**config.mk**
```make
export PLATFORM = sky130hd
export DESIGN_NAME = coef_load_ctrl
export DESIGN_NICKNAME = d
export VERILOG_FILES = /design/src/rtl/coef_load_ctrl.sv
export SDC_FILE = /design/constraint.sdc
export NUM_CORES = 1
export LEC_CHECK = 0
export ABC_AREA = 0
export CORE_AREA = 2 2 54 56
export DETAILED_ROUTE_END_ITERATION = 8
export DIE_AREA = 0 0 56 58
export DONT_BUFFER_PORTS = 1
export PLACE_DENSITY = 0.74
export RECOVER_POWER = 25
export SLEW_MARGIN = 40
export SYNTH_ARGS = -nofsm -noshare
export SYNTH_HDL_FRONTEND = slang
export SYNTH_SLANG_ARGS = --single-unit
```
**constraint.sdc**
```tcl
create_clock -name clk -period 1.98 [get_ports clk]
set_input_delay 0.396 -clock clk [delete_from_list [all_inputs] [get_ports clk]]
set_output_delay 0.396 -clock clk [all_outputs]
set_load 0.01 [all_outputs]
```
**src/rtl/coef_load_ctrl.sv**
```systemverilog
// Coefficient load sequencer: streams DEPTH words from a valid/ready source
// into the FIR coefficient buffer write port, using 1-based write indices.
//
// state   | meaning
// IDLE    | waiting for start; buffer contents reported by coef_valid
// LOAD    | accepting words, one buffer write per handshake
// DONE    | last word written; pulse done and publish coef_valid
module coef_load_ctrl #(
  parameter int WIDTH = 27,
  parameter int DEPTH = 4
) (
  input  logic                     clk,
  input  logic                     reset,
  input  logic                     start,
  input  logic                     abort,
  input  logic                     s_valid,
  input  logic [WIDTH-1:0]         s_data,
  output logic                     s_ready,
  output logic                     load,
  output logic [$clog2(DEPTH):0]   loadidx,
  output logic [WIDTH-1:0]         datain,
  output logic                     busy,
  output logic                     done,
  output logic                     coef_valid
);

  localparam int IDXW = $clog2(DEPTH) + 1;

  localparam logic [1:0] ST_IDLE = 2'd0;
  localparam logic [1:0] ST_LOAD = 2'd1;
  localparam logic [1:0] ST_DONE = 2'd2;

  localparam logic [IDXW-1:0] IDX_ONE  = IDXW'(1);
  localparam logic [IDXW-1:0] IDX_LAST = IDXW'(DEPTH);

  logic [1:0]       state_q, state_d;
  logic [IDXW-1:0]  cnt_q, cnt_d;
  logic             load_q, load_d;
  logic [IDXW-1:0]  loadidx_q, loadidx_d;
  logic [WIDTH-1:0] datain_q, datain_d;
  logic             busy_q, busy_d;
  logic             done_q, done_d;
  logic             coef_valid_q, coef_valid_d;

  always_comb begin
    state_d      = state_q;
    cnt_d        = cnt_q;
    load_d       = 1'b0;
    loadidx_d    = '0;
    datain_d     = datain_q;
    busy_d       = busy_q;
    done_d       = 1'b0;
    coef_valid_d = coef_valid_q;

    case (state_q)
      ST_IDLE: begin
        if (start && !abort) begin
          state_d      = ST_LOAD;
          cnt_d        = IDX_ONE;
          busy_d       = 1'b1;
          coef_valid_d = 1'b0;
        end
      end

      ST_LOAD: begin
        // abort wins over a same-cycle handshake; that word is discarded
        if (abort) begin
          state_d = ST_IDLE;
          busy_d  = 1'b0;
        end else if (s_valid) begin
          load_d    = 1'b1;
          loadidx_d = cnt_q;
          datain_d  = s_data;
          if (cnt_q == IDX_LAST) begin
            state_d = ST_DONE;
          end else begin
            cnt_d = cnt_q + IDX_ONE;
          end
        end
      end

      ST_DONE: begin
        // the final write lands at the end of this cycle, so the set is
        // complete exactly when done/coef_valid appear
        state_d      = ST_IDLE;
        done_d       = 1'b1;
        coef_valid_d = 1'b1;
        busy_d       = 1'b0;
      end

      default: begin
        state_d = ST_IDLE;
        busy_d  = 1'b0;
      end
    endcase
  end

  always_ff @(posedge clk or negedge reset) begin
    if (!reset) begin
      state_q      <= ST_IDLE;
      cnt_q        <= '0;
      load_q       <= 1'b0;
      loadidx_q    <= '0;
      datain_q     <= '0;
      busy_q       <= 1'b0;
      done_q       <= 1'b0;
      coef_valid_q <= 1'b0;
    end else begin
      state_q      <= state_d;
      cnt_q        <= cnt_d;
      load_q       <= load_d;
      loadidx_q    <= loadidx_d;
      datain_q     <= datain_d;
      busy_q       <= busy_d;
      done_q       <= done_d;
      coef_valid_q <= coef_valid_d;
    end
  end

  assign s_ready    = (state_q == ST_LOAD);
  assign load       = load_q;
  assign loadidx    = loadidx_q;
  assign datain     = datain_q;
  assign busy       = busy_q;
  assign done       = done_q;
  assign coef_valid = coef_valid_q;

endmodule

```
==> commit_impl_results.txt, run 1 <==
Store results of the implementation flow

- Result of the run: finished, final reports clean
* ANT nets after route: 0
- Maximum ir drop on the vdd rail: a little under 0.7 mV
* Number of distinct standard cells referenced by the synthesized netlist: 26
- Number of sequential cells: 39
* Total Power: about 1.7 mW
- Of the total synthesized cell area, the portion taken by XOR and XNOR cells is 0%.
- Routing usage on met3: ~5.8%
- TritonCTS built the clock tree.
* Power drawn by the sequential cells: approximately 1.1 mW
- Storage element area: 976 sq um
- Entering global routing, the biggest net connects 40 pins.
- Number of sinks handled by clock tree synthesis: 39
- Per the detail_route report, DRC violations left total 0.
- Before placement the cells fill 57.8% of the core.
- In the hold report, the worst path ends at state_q[0]$_DFFE_PN0P_.
- For this run, the detailed router's first-pass iteration total came to 4.
- Cell chain of the critical path: nor2b_1
- Top flip-flop cell by instance count after synthesis: sky130_fd_sc_hd__dfrtp_1
- Internal Power: about 1.2 mW
- CP delay by family, top: flip-flops
* Global routing met2 resource utilization: 34.5%
- TritonCTS Buffers: 5
- The fraction of cell area in multi-input combinational cells is reported as 31.6%.
- Number of filler cells placed in the layout: ~230
* Max-cap violations: 0
- Instance tally after logic synthesis: 160
- Yosys Warn Count: 0
- Share of the clock period used by the worst path: between 80 and 90%
- The worst setup path is captured at an output pin.
- In this run, synthesis inferred 0 flip-flops with an integrated enable.
* Htree depth: 2
* Number of diodes added for antenna fixing: 0
- WL/cell: 14.8 microns
- After layout, the clock buffer instance count stands at 5.
- The floorplan has 19 rows.
* R2r endpoint: cnt_q[0]$_DFFE_PN0P_
* Final Slew Violations: 0
- FF-to-FF Start: state_q[1]$_DFFE_PN0P_
- Static leakage: 0.878 nW
- The critical path is of the flop to output pin type.
- The synthesis report gives the async set-or-reset register share as 100%.
- In this run the clock root is driven by a sky130_fd_sc_hd__clkbuf_4.
* Time the worst path needs with I/O delays and setup: 1.60 ns
* Final setup skew: 0.00814 ns
- Per the synthesis report, the dominant area consumer among library cells is sky130_fd_sc_hd__dfrtp_1.
- Worst hold path cell count: 1
* Total via count after detailed routing: ~1100
- The most frequently used library cell after synthesis is sky130_fd_sc_hd__nand2_1.
- Simple-gate area share of the yosys netlist: 27.6%
- Clock network power share: 22.8%
- Clock latency at the later pin of the worst-skew pair: approximately 0.34 ns
- Once synthesis finished, the tally of register bits stood at 39.
* AND-OR/OR-AND Cells, Area Fraction: around 3.3%
- Once iteration 0 of detailed routing completed, the report listed 42 DRC markers.
* Per-instance average area after synthesis: 9.63 sq um
- Sequential Power Share: 64.3%
* Share of layout cells above drive strength 1: 8.59%
- Relative to the synthesized area, the layout overhead comes to 5.04%.
- Timing would allow up to just over 600 MHz.
* Number of gates resized after CTS: 0
* Pre-CTS setup slack: roughly 0.46 ns
- The arrival time of data at the worst endpoint is listed as 1.21 ns.
- Max_slew headroom: between 30% and 40%
* Setup TNS: 0 ns
- Transition time at the pin with the least slew margin: 0.925 ns
- Area after DPL: 0.00155 sq mm
- The mapped netlist covers 0.00154 sq mm.
* Via count of the first global-routing pass: 1078
- The die is 56 microns wide.
* Critical Path Max Stage Delay: 0.50 ns
* Worst Slack Setup Final: 0.375 ns
- Sequential elements use between 60% and 70% of the synthesized area.
- Top cells, area: sky130_fd_sc_hd__dfrtp_1 63%, sky130_fd_sc_hd__nand2_1 21%, sky130_fd_sc_hd__ha_1 1.6%, sky130_fd_sc_hd__a21boi_4 1.2%, sky130_fd_sc_hd__buf_2 0.97%
- Finish-stage setup viols: 0
==> run 1: cell usage in the layout, fill, tap and decap left out <==
master / instances
sky130_fd_sc_hd__a21boi_4: 1
sky130_fd_sc_hd__a21o_2: 1
sky130_fd_sc_hd__a21oi_1: 2
sky130_fd_sc_hd__and2_1: 1
sky130_fd_sc_hd__and2b_1: 1
sky130_fd_sc_hd__and3_1: 1
sky130_fd_sc_hd__buf_4: 1
sky130_fd_sc_hd__clkbuf_2: 1
sky130_fd_sc_hd__clkbuf_4: 5
sky130_fd_sc_hd__clkinv_2: 1
sky130_fd_sc_hd__clkinvlp_4: 2
sky130_fd_sc_hd__dfrtp_1: 39
sky130_fd_sc_hd__dlygate4sd3_1: 1
sky130_fd_sc_hd__ha_1: 2
sky130_fd_sc_hd__inv_1: 2
sky130_fd_sc_hd__inv_2: 1
sky130_fd_sc_hd__mux2i_1: 1
sky130_fd_sc_hd__nand2_1: 85
sky130_fd_sc_hd__nand3_1: 1
sky130_fd_sc_hd__nand3b_1: 1
sky130_fd_sc_hd__nand4b_1: 1
sky130_fd_sc_hd__nand4bb_1: 1
sky130_fd_sc_hd__nor2_1: 4
sky130_fd_sc_hd__nor2b_1: 2
sky130_fd_sc_hd__nor3_1: 1
sky130_fd_sc_hd__nor3b_1: 1
sky130_fd_sc_hd__o211ai_1: 1
sky130_fd_sc_hd__o22ai_1: 1
sky130_fd_sc_hd__or4b_4: 1
==> run 1: registers in the layout (all words and copies together), names as in the netlist <==
register / flops
busy: 1
cnt_q: 3
coef_valid: 1
datain: 27
done: 1
load: 1
loadidx: 3
state_q: 2
==> run 1: metal layers <==
metal | wire length [microns] | vias to the layer above | share of wire (%)
li1 | - | 498 | -
met1 | 1090 | 505 | 38
met2 | 1460 | 57 | 51
met3 | 287 | 5 | 10
met4 | 36 | 0 | 1.3
met5 | 0 | - | 0
==> run 1: how the worst max path moves through the flow <==
stage | start | end | slack (ns) | cells past startpoint
6_report | state_q[0]$_DFFE_PN0P_ | s_ready | 0.38 | 1
5_1_grt | state_q[0]$_DFFE_PN0P_ | s_ready | 0.29 | 1
4_1_cts | state_q[0]$_DFFE_PN0P_ | s_ready | 0.37 | 1
3_5_place_dp | state_q[1]$_DFFE_PN0P_ | cnt_q[0]$_DFFE_PN0P_ | 0.46 | 4
3_3_place_gp | state_q[1]$_DFFE_PN0P_ | cnt_q[0]$_DFFE_PN0P_ | 0.56 | 4
2_1_floorplan | state_q[0]$_DFFE_PN0P_ | cnt_q[1]$_DFFE_PN0P_ | 0.61 | 4
==> run 1: per-stage QoR <==
step                      hold slack (ns)  utilization [%]  instances
final                               0.115             60.8        194
after global routing               0.0998             60.8        194
after CTS                           0.102             61.3        194
after detailed placement            0.101             58.0        184
after global placement              0.101             58.0        184
after floorplan                     0.100                -        160
==> run 1: what timing repair did <==
| action | 4_1_cts | 5_1_grt |
|---|---|---|
| hold buffers | 2 | 0 |
| endpoints found under the hold margin | 39 | 0 |
| endpoints found under the setup margin | 0 | 0 |
Figure 1. Power grid (run 1).
Bar = 20 microns. Pins as bars on the die edge.
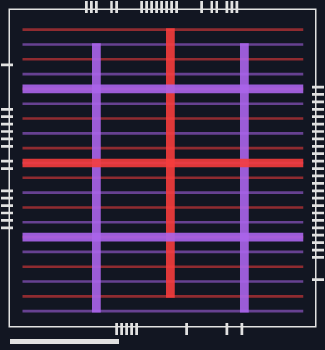
[VDD] red
[VSS] purple
met1 rails: 20
signal pins: 67
rows: 19

Figure 2. Placement by cell class (run 1).
Fill, decap, tap and diode cells in grey.
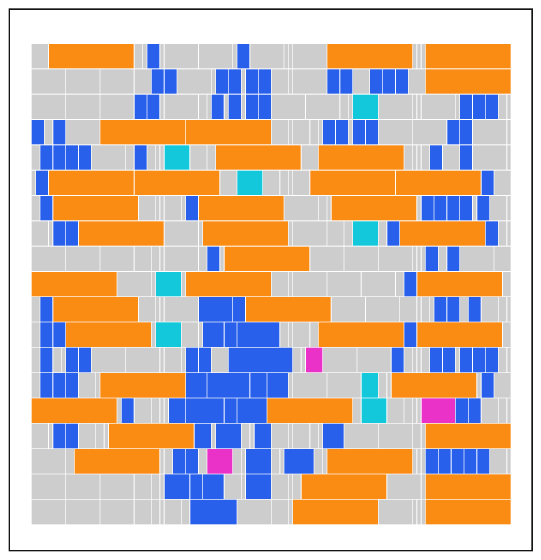
[combinational and other logic] blue | cells: 113
[clock drivers and dummy loads] cyan | cells: 8
[remaining buffers and delay cells] magenta | cells: 3
[sequential cells] orange | cells: 39
fin util: 60.8%
sequential cell area share: 60.3%
Std-Cell Core Area: 0.00266 sq mm

Figure 3. Clock wires, drivers and flops (run 1).
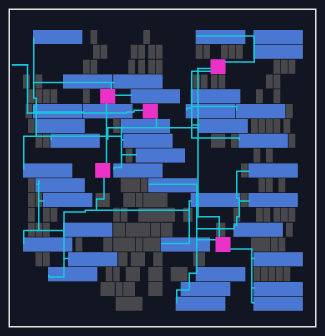
[clock wires] cyan | length: 416 microns
[flip-flops] blue | count: 39
[clock drivers] magenta | count: 5
routed clock nets: 6

Figure 4. Wiring by layer (run 1).
Bar = 20 microns. Two of the layers only.
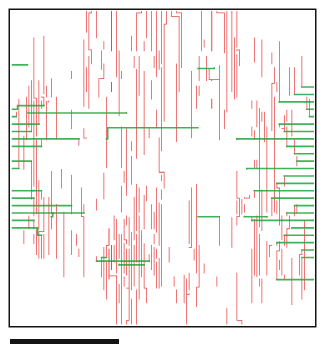

==> inputs of run 2 (changes only) <==
- CORE_AREA: 2 2 54 56 -> 2 2 57 59
- DIE_AREA: 0 0 56 58 -> 0 0 59 61
- PLACE_DENSITY: 0.74 -> 0.7
- clock period: 1.98 -> 1.45 ns (I/O delays scaled with it)
Figure 5. Wiring by layer (run 2).
Bar = 20 microns. Two of the layers only.
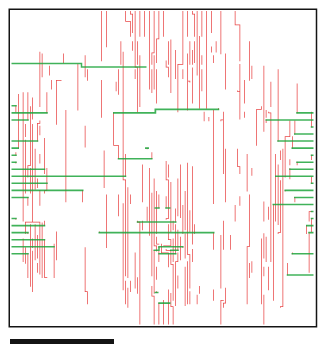
[metal 3] green | wire length: 263 microns
[metal 2] red | wire length: 1480 microns
WL/cell: 15.0 microns
total via count after detailed routing: 1062
sum of routed wire length over all layers: 3000 microns
total global routing track utilization: 17.5%

Figure 6. Clock wires, drivers and flops (run 2).
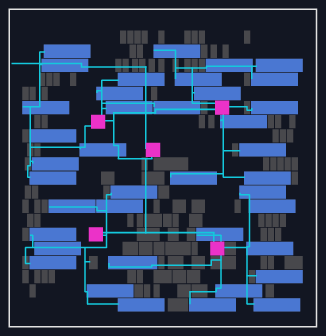
[clock wires] cyan | length: 422 microns
[clock drivers] magenta | count: 5
[flip-flops] blue | count: 39
routed clock nets: 6
final setup skew: 0.00845 ns
clock latency at the later pin of the worst-skew pair: 0.33 ns
power in the clock group: 0.549 mW
clock network power share: 22.9%

==> run 2 against run 1 <==
Against the previous run:
- area after synthesis unchanged
- final cell count increased by 3.1%
- die size increased by 11%
- register-to-register slack got worse by 0.39 ns
- critical path depth increased by 1
- sequential share of layout area decreased by 1.6 points
- sequential power increased by 37%
- clock skew about the same
- clock-buffer cell count increased by 1
- critical path type unchanged
- highest routed layer unchanged
==> commit_impl_results.txt, run 2 <==
Store results of the implementation flow

* Finish-stage setup viols: 0 (unchanged)
- Critical Path End Type: output pin
* Critical Path Fanout Max: 6
- Maximum clock frequency: 704 MHz
- The area growth from synthesis to layout is 7.96%.
- The number of fillers in the final layout came to 269 (+17%).
- Internal Power: 1.65 mW (+41%)
- Pre-CTS setup slack: 0.0393 ns (-0.421 ns)
- When the netlist entered floorplanning its net count stood at 194.
- The number of antenna violations at the first check in global routing came to 0.
* # Cells Yosys: between 150 and 200
- Share of the synthesized area in the top cell type: 63.4%
- Final hold viol count: 0
- Max reg flops: 27 (unchanged)
* OpenROAD warnings: 28
- The power share of the sequential group came to 63.8% (-0.5 points).
* Max-cap violations: 0 (unchanged)
- Sequential-to-total area share from yosys stat: 63.4% (unchanged)
- Htree depth: 2 (unchanged)
- Static leakage: 0.908 nW (+3.4%)
* Clk buf depth: 2
- Unrepaired setup endpoints after global routing: true
* Fraction of registers with async set or reset after synthesis: 100% (unchanged)
* Share of layout cells above drive strength 1: 11.4% (+2.8 points)
- Final Wtd Congestion: 0.854
- Count of buffers inserted at the top-level ports: 0
- The most common logic cell in the final layout is sky130_fd_sc_hd__nand2_1.
- The detailed router's first-iteration violation count came to 24 (-43%).
- Worst Slack Setup Final: 0.0298 ns (-0.345 ns)
- The vertical die dimension reported for this design is 61 microns.
* Via count of the first global-routing pass: 1070 (-0.74%)
* Logic gate share of total power: about an eighth
- The die width is 59 microns (+5.4%).
- The number of standard-cell rows in the floorplan came to 20 (+1).
- The first global-routing pass estimated around 4500 microns of wire.
- The slew at the pin with the worst max-slew slack came to 0.927 ns (+0.00130 ns).
- Cell chain of the critical path: buf_4 -> nor2b_2
* Std-Cell Core Area: 0.00295 sq mm (+11%)
- Yosys Warn Count: 0 (unchanged)
- Detailed-route DRC error count: 0 (unchanged)
- TritonCTS Buffers: 5 (unchanged)
- Root buf cell: sky130_fd_sc_hd__clkbuf_4
- Top flip-flop cell by instance count after synthesis: sky130_fd_sc_hd__dfrtp_1
* Top cells, area: sky130_fd_sc_hd__dfrtp_1 63%, sky130_fd_sc_hd__nand2_1 21%, sky130_fd_sc_hd__ha_1 1.6%, sky130_fd_sc_hd__a21boi_4 1.2%, sky130_fd_sc_hd__buf_2 0.97%
* Total power divided by cell area: between 1000 and 1500 mW/mm^2
* Crit path arrival time: 1.13 ns (-0.08 ns)
- The starting density of the core was 52.2% (-5.7 points).
- Setup TNS: 0 ns (unchanged)
- Total standard cell area after synthesis: 0.00154 sq mm (unchanged)
* Yosys Chip Area: 0.00154 sq mm
* Final layout net count: 201
- Detailed placement ended at an HPWL of 2140 microns.
* Result of the run: finished, final reports clean
- The filler-free cell count of the finished design was 200 (+3.1%).
* Critical Path Max Stage Delay: 0.40 ns (-0.10 ns)
- The final number of max-transition violations was 0 (unchanged).
- Post-route cell area: 0.00166 sq mm
- The critical path endpoint has a required time of 1.16 ns.
- For this design the top-level I/O count stands at 67.
- Per-instance average area after synthesis: 9.63 sq um (unchanged)
- Number of distinct standard cells referenced by the synthesized netlist: 26 (unchanged)
* Maximum ir drop on the vdd rail: 0.836 mV (+24%)
- Postcts setup bufs: 0
* Slowest cell on the critical path: sky130_fd_sc_hd__dfrtp_1
- Number of diodes added for antenna fixing: 0 (unchanged)
- The number of detailed-routing iterations run before antenna repair came to 4 (unchanged).
* Largest net degree at the start of global routing: 40 (unchanged)
- Per the detail_route report, vias per standard cell equal about 5.3.
- Instance tally after logic synthesis: 160 (unchanged)
- The count of antenna-violating nets left after detailed routing was 0 (unchanged).
* Synth top cells by count: 85 x sky130_fd_sc_hd__nand2_1, 39 x sky130_fd_sc_hd__dfrtp_1, 4 x sky130_fd_sc_hd__clkbuf_1, 4 x sky130_fd_sc_hd__nor2_1, 3 x sky130_fd_sc_hd__buf_2
- Max_slew headroom: 38.2% (-0.087 points)
* Area after DPL: 0.00158 sq mm (+2.1%)
- For this design the total switching power over the nets is 0.748 mW.
- CTS clk-pin slew, worst paths: 0.10 ns
- The cell count after placement is 190 (+3.3%).
- Switching power share of the total: 31.2%
- The most frequently used library cell after synthesis is sky130_fd_sc_hd__nand2_1.
- Congestion Overflow GR: 0
- Post-route period utilization is reported as 97.9%.
- The register bit count reported by yosys came to 39 (unchanged).
- TritonCTS built the clock tree.
- The number of clock sinks is 39 (unchanged).
- Time the worst path needs with I/O delays and setup: 1.42 ns
* Tightest Hold Check Type: input port to flop
- Number of enable flip-flop cells: 0 (unchanged)
- Library cell occupying the most area in the post-synthesis netlist: sky130_fd_sc_hd__dfrtp_1
- Looking at the setup timing report, the critical path kind is flop to output pin.
* Most frequent cells in the layout: 85 x sky130_fd_sc_hd__nand2_1, 38 x sky130_fd_sc_hd__dfrtp_1, 5 x sky130_fd_sc_hd__clkbuf_4, 5 x sky130_fd_sc_hd__buf_4, 4 x sky130_fd_sc_hd__nor2_1
-- run 2: cell counts after synthesis --
No cell type changed its count.
-- run 2: area by class of cell --
type	instances	area [sq um]	share of cell area [%]
Clock buffer	6	51.3	3.09
Clock inverter	1	5.00	0.301
Inverter	3	11.3	0.677
Multi-Input combinational cell	110	514	30.9
Sequential cell	39	977	58.8
Tap cell	33	41.3	2.48
Timing Repair Buffer	8	62.6	3.76
-- run 2: cells by family (layout without fill, tap and decap cells) --
| logic type | after synthesis | after routing | share of synthesized area [%] |
|---|---|---|---|
| adders and majority gates | 2 | 2 | 1.62 |
| buffers and inverters | 11 | 18 | 3.41 |
| DFF | 39 | 39 | 63.4 |
| muxes | 1 | 1 | 0.650 |
| and+or+nand+nor | 101 | 101 | 27.6 |
| AOI/OAI and AO/OA | 6 | 6 | 3.33 |
-- run 2: power by group through the flow --
stage / clock, mW / sequential, mW / combinational [mW]
2_1_floorplan: 0 / 1.51 / 0.248
3_3_place_gp: 0 / 1.54 / 0.276
3_5_place_dp: 0 / 1.55 / 0.302
4_1_cts: 0.574 / 1.53 / 0.330
5_1_grt: 0.611 / 1.55 / 0.375
6_report: 0.549 / 1.53 / 0.320
-- run 2: worst paths after layout --
kind	endpoint	slack, ns	start	cells after the start
max in group asynchronous	state_q[1]$_DFFE_PN0P_	0.20	reset	2
worst min-delay path	datain[14]$_DFFE_PN0P_	0.05	s_data[14]	2
worst max register to register	cnt_q[1]$_DFFE_PN0P_	0.07	state_q[1]$_DFFE_PN0P_	3
worst min register to register	busy$_DFFE_PN0P_	0.54	state_q[1]$_DFFE_PN0P_	1
min in group asynchronous	done$_DFF_PN0_	0.63	reset	2
worst max-delay path	s_ready	0.03	state_q[0]$_DFFE_PN0P_	2
-- run 2: metal layers --
layer	part of all wire, %	up-vias	GRT usage (%)
li1	-	510	-
met1	40	485	16.8
met2	49	59	31.7
met3	8.7	8	7.68
met4	2.1	0	8.77
met5	0	-	0
-- run 2: through the flow --
stage	power, mW	util (%)	hold slack (ns)
finish	2.40	56.3	0.0544
global route	2.54	56.3	0.0340
CTS	2.44	56.4	0.000962
detailed placement	1.85	53.4	-0.00482
global placement	1.82	53.4	-0.00487
floorplan	1.75	-	-0.00559
-- run 2: critical path, delay by kind of cell, from the launching register on --
| kind | cells | cell delay [ns] |
|---|---|---|
| simple gates | 1 | 0.25 |
| flops | 1 | 0.40 |
| buf+inv | 1 | 0.15 |
-- run 2: timing repair --
action,4_1_cts,5_1_grt
gates resized,1,1
pin swaps,0,1
hold buffers,2,1
hold endpoints to repair,39,1
setup endpoints to repair,1,8
Figure 7. Clock routing (run 2).
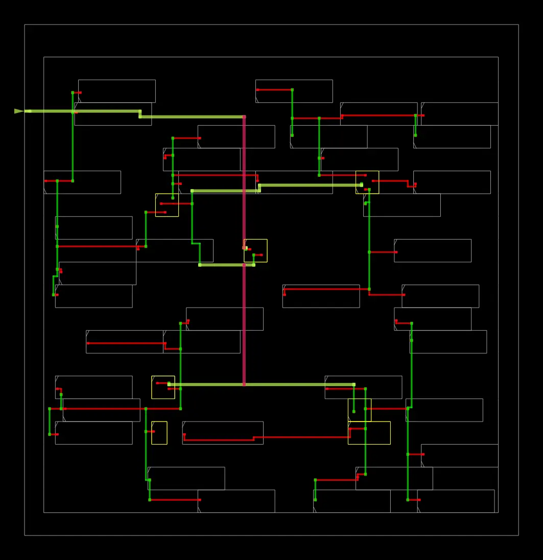

==> inputs of run 3 (changes only) <==
- PLACE_DENSITY: 0.7 -> 0.67
- SKIP_CTS_REPAIR_TIMING: unset -> 1
Figure 8. Clock routing (run 3).
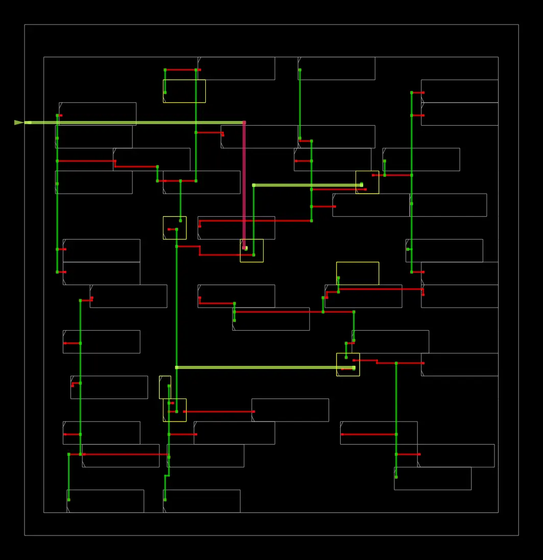
clkbuf count: 8
number of sequential cells: 39
power in the clock group: 0.607 mW

==> run 3 against run 2 <==
Against the previous run:
- critical path depth unchanged
- sequential share of layout area down 1.8 points
- register-to-register slack about the same
- clock skew up 0.0017 ns
- clock power up 11%
- sequential cell count unchanged
- global-route usage up 0.36 points
- total power up 3.0%
- wire length down 2.3%
==> commit_impl_results.txt, run 3 <==
Store results of the implementation flow

- The flow ran to the end, and the final reports show no timing, DRC or antenna violations.
- R2r endpoint: cnt_q[0]$_DFFE_PN0P_
* Worst Path Buf+Inv: 1 (unchanged)
* Die width: 59 microns (unchanged)
- STA reports the tightest min-delay check as being of type input port to flop.
- The area of the mapped netlist is 0.00154 sq mm (unchanged).
- The leftover overflow at the end of global routing came to 0 (unchanged).
- TritonCTS built the clock tree.
- The cell count of the worst reg-to-reg path came to 3 (unchanged).
* Fraction of registers with async set or reset after synthesis: 100% (unchanged)
- CTS clk-pin slew, worst paths: 0.11 ns (about the same)
- The clock network latency to the later pin of the worst-skew pair was 0.33 ns (about the same).
* Number of enable flip-flop cells: 0 (unchanged)
- Sequential-to-total area share from yosys stat: 63.4% (unchanged)
- The register area is 977 sq um (unchanged).
* Cell chain of the critical path: buf_6 -> nor2b_4
- The area share of the leading cell type in the synthesized netlist came to 63.4% (unchanged).
- The final net count was 202 (+0.50%).
* Core Density at Floorplan: 52.2% (unchanged)
- The multi-input combinational cell area was 527 sq um (+2.4%).
* Worst Slack Setup Final: 0.0454 ns (+0.0156 ns)
- Initial antenna violation count: 0 (unchanged)
- Max-cap violations: 0 (unchanged)
* Final setup skew: 0.0102 ns (+0.00170 ns)
* ANT nets after route: 0 (unchanged)
- The count of unresolved DRC violations after routing is 0 (unchanged).
* Maximum ir drop on the vdd rail: 0.613 mV (-27%)
* Vias per std cell: 5.26 (-0.99%)
- Share of the clock period used by the worst path: 96.9% (-1.1 points)
- Largest net degree at the start of global routing: 40 (unchanged)
- The post-detailed-route wirelength per cell was 14.5 microns (-3.2%).
* Yosys Chip Area: 0.00154 sq mm (unchanged)
* Most numerous logic cell after layout: sky130_fd_sc_hd__nand2_1
- Transition time at the pin with the least slew margin: 0.919 ns (-0.00746 ns)
- FF-to-FF Start: state_q[0]$_DFFE_PN0P_
* Count of buffers inserted at the top-level ports: 0 (unchanged)
- The largest total area in the synthesized netlist belongs to sky130_fd_sc_hd__dfrtp_1.
- For reference, the top cells by area after synthesis are sky130_fd_sc_hd__dfrtp_1 63%, sky130_fd_sc_hd__nand2_1 21%, sky130_fd_sc_hd__ha_1 1.6%, sky130_fd_sc_hd__a21boi_4 1.2%, sky130_fd_sc_hd__buf_2 0.97%.
- Sum of net half-perimeters after detailed placement: 2100 microns (-1.9%)
- The number of standard cells reported by yosys came to 160 (unchanged).
- The via count of the first global-routing pass is 1084 (+1.3%).
- Time the worst path needs with I/O delays and setup: 1.40 ns (-0.0156 ns)
* Number of rows in the core area: 20 (unchanged)
* Clk buf depth: 2 (unchanged)
- The global-route usage over all layers was 17.8% (+0.36 points).
* End point of the most critical hold path: datain[2]$_DFFE_PN0P_
* Sum of routed wire length over all layers: 2940 microns (-2.3%)
- The arrival time at the worst endpoint came to 1.11 ns (-0.02 ns).
- Max reg flops: 27 (unchanged)
- By count the netlist is led by 85 x sky130_fd_sc_hd__nand2_1, 39 x sky130_fd_sc_hd__dfrtp_1, 4 x sky130_fd_sc_hd__clkbuf_1, 4 x sky130_fd_sc_hd__nor2_1, 3 x sky130_fd_sc_hd__buf_2.
- The largest fanout on the critical path was 7 (+1).
* Finish-stage setup viols: 0 (unchanged)
* Root buf cell: sky130_fd_sc_hd__clkbuf_4
- Floorplan net count: 194 (unchanged)
* Per-instance average area after synthesis: 9.63 sq um (unchanged)
- In this design, the largest share of critical-path delay is due to flip-flops.
* Final hold viol count: 0 (unchanged)
* Total via count after detailed routing: 1062 (unchanged)
- Pre-Repair DR Iteration Count: 4 (unchanged)
- Looking at the setup timing report, the critical path kind is flop to output pin.
* Worst hold path cell count: 2 (unchanged)
- Share of layout cells above drive strength 1: 13.0% (+1.6 points)
* Std-Cell Core Area: 0.00295 sq mm (unchanged)
* Critical Path End Type: output pin
Figure 9. Clock wires, drivers and flops (run 3).
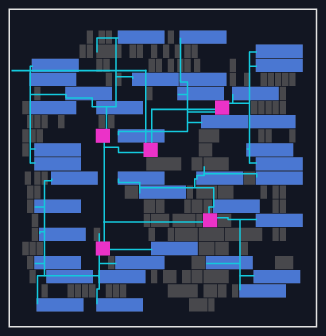
[clock drivers] magenta | count: 5
[clock wires] cyan | length: 409 microns
[flip-flops] blue | count: 39
routed clock nets: 6
flops lie: all over the die

## run 3: kinds of logic (layout without fill, tap and decap cells)
family                   Yosys count  in the layout  share of synthesized area [%]
adder cells (fa/ha/maj)            2              2                           1.62
multiplexers                       1              1                          0.650
AND/OR/NAND/NOR                  101            101                           27.6
AND-OR/OR-AND                      6              6                           3.33
flip-flops                        39             39                           63.4
buffers and inverters             11             20                           3.41
## run 3: cell type report
class,instances,area share (%)
Sequential cell,39,57.0
Multi-Input combinational cell,110,30.7
Timing Repair Buffer,9,5.25
Clock buffer,8,4.01
Tap cell,33,2.41
Inverter,3,0.656
## run 3: how the worst max path moves through the flow
stage	cells past startpoint	startpoint	end	slack [ns]
after global placement	3	state_q[1]$_DFFE_PN0P_	cnt_q[1]$_DFFE_PN0P_	0.09
after floorplan	4	state_q[0]$_DFFE_PN0P_	cnt_q[1]$_DFFE_PN0P_	0.08
after detailed placement	5	state_q[1]$_DFFE_PN0P_	datain[10]$_DFFE_PN0P_	0.04
after CTS	2	state_q[0]$_DFFE_PN0P_	s_ready	-0.12
after global routing	2	state_q[0]$_DFFE_PN0P_	s_ready	-0.02
final	2	state_q[0]$_DFFE_PN0P_	s_ready	0.05
## run 3: stage by stage
stage                     util, %  instances  cell area, sq um  hold WS [ns]  power [mW]
after floorplan                 -        160              1540      -0.00559        1.75
after CTS                    56.2        198              1660        -0.380        2.48
after global routing         58.1        202              1720        0.0355        2.64
after global placement       53.9        190              1590      -0.00483        1.82
after detailed placement     53.9        190              1590      -0.00481        1.86
final                        58.1        202              1720        0.0605        2.47
## run 3: layer usage
metal	track usage (%)	wire, microns	vias to the layer above
met1	20.2	1220	501
met4	8.77	29	0
li1	-	-	511
met2	30.0	1470	44
met5	0	0	-
met3	6.40	217	6
## run 3: where the power goes
part,internal (mW),switching [mW]
Clock,0.286,0.321
Combinational,0.144,0.191
Sequential,1.29,0.238
Total,1.72,0.750
No activity file was given, so power comes from the tool's default toggle rates.
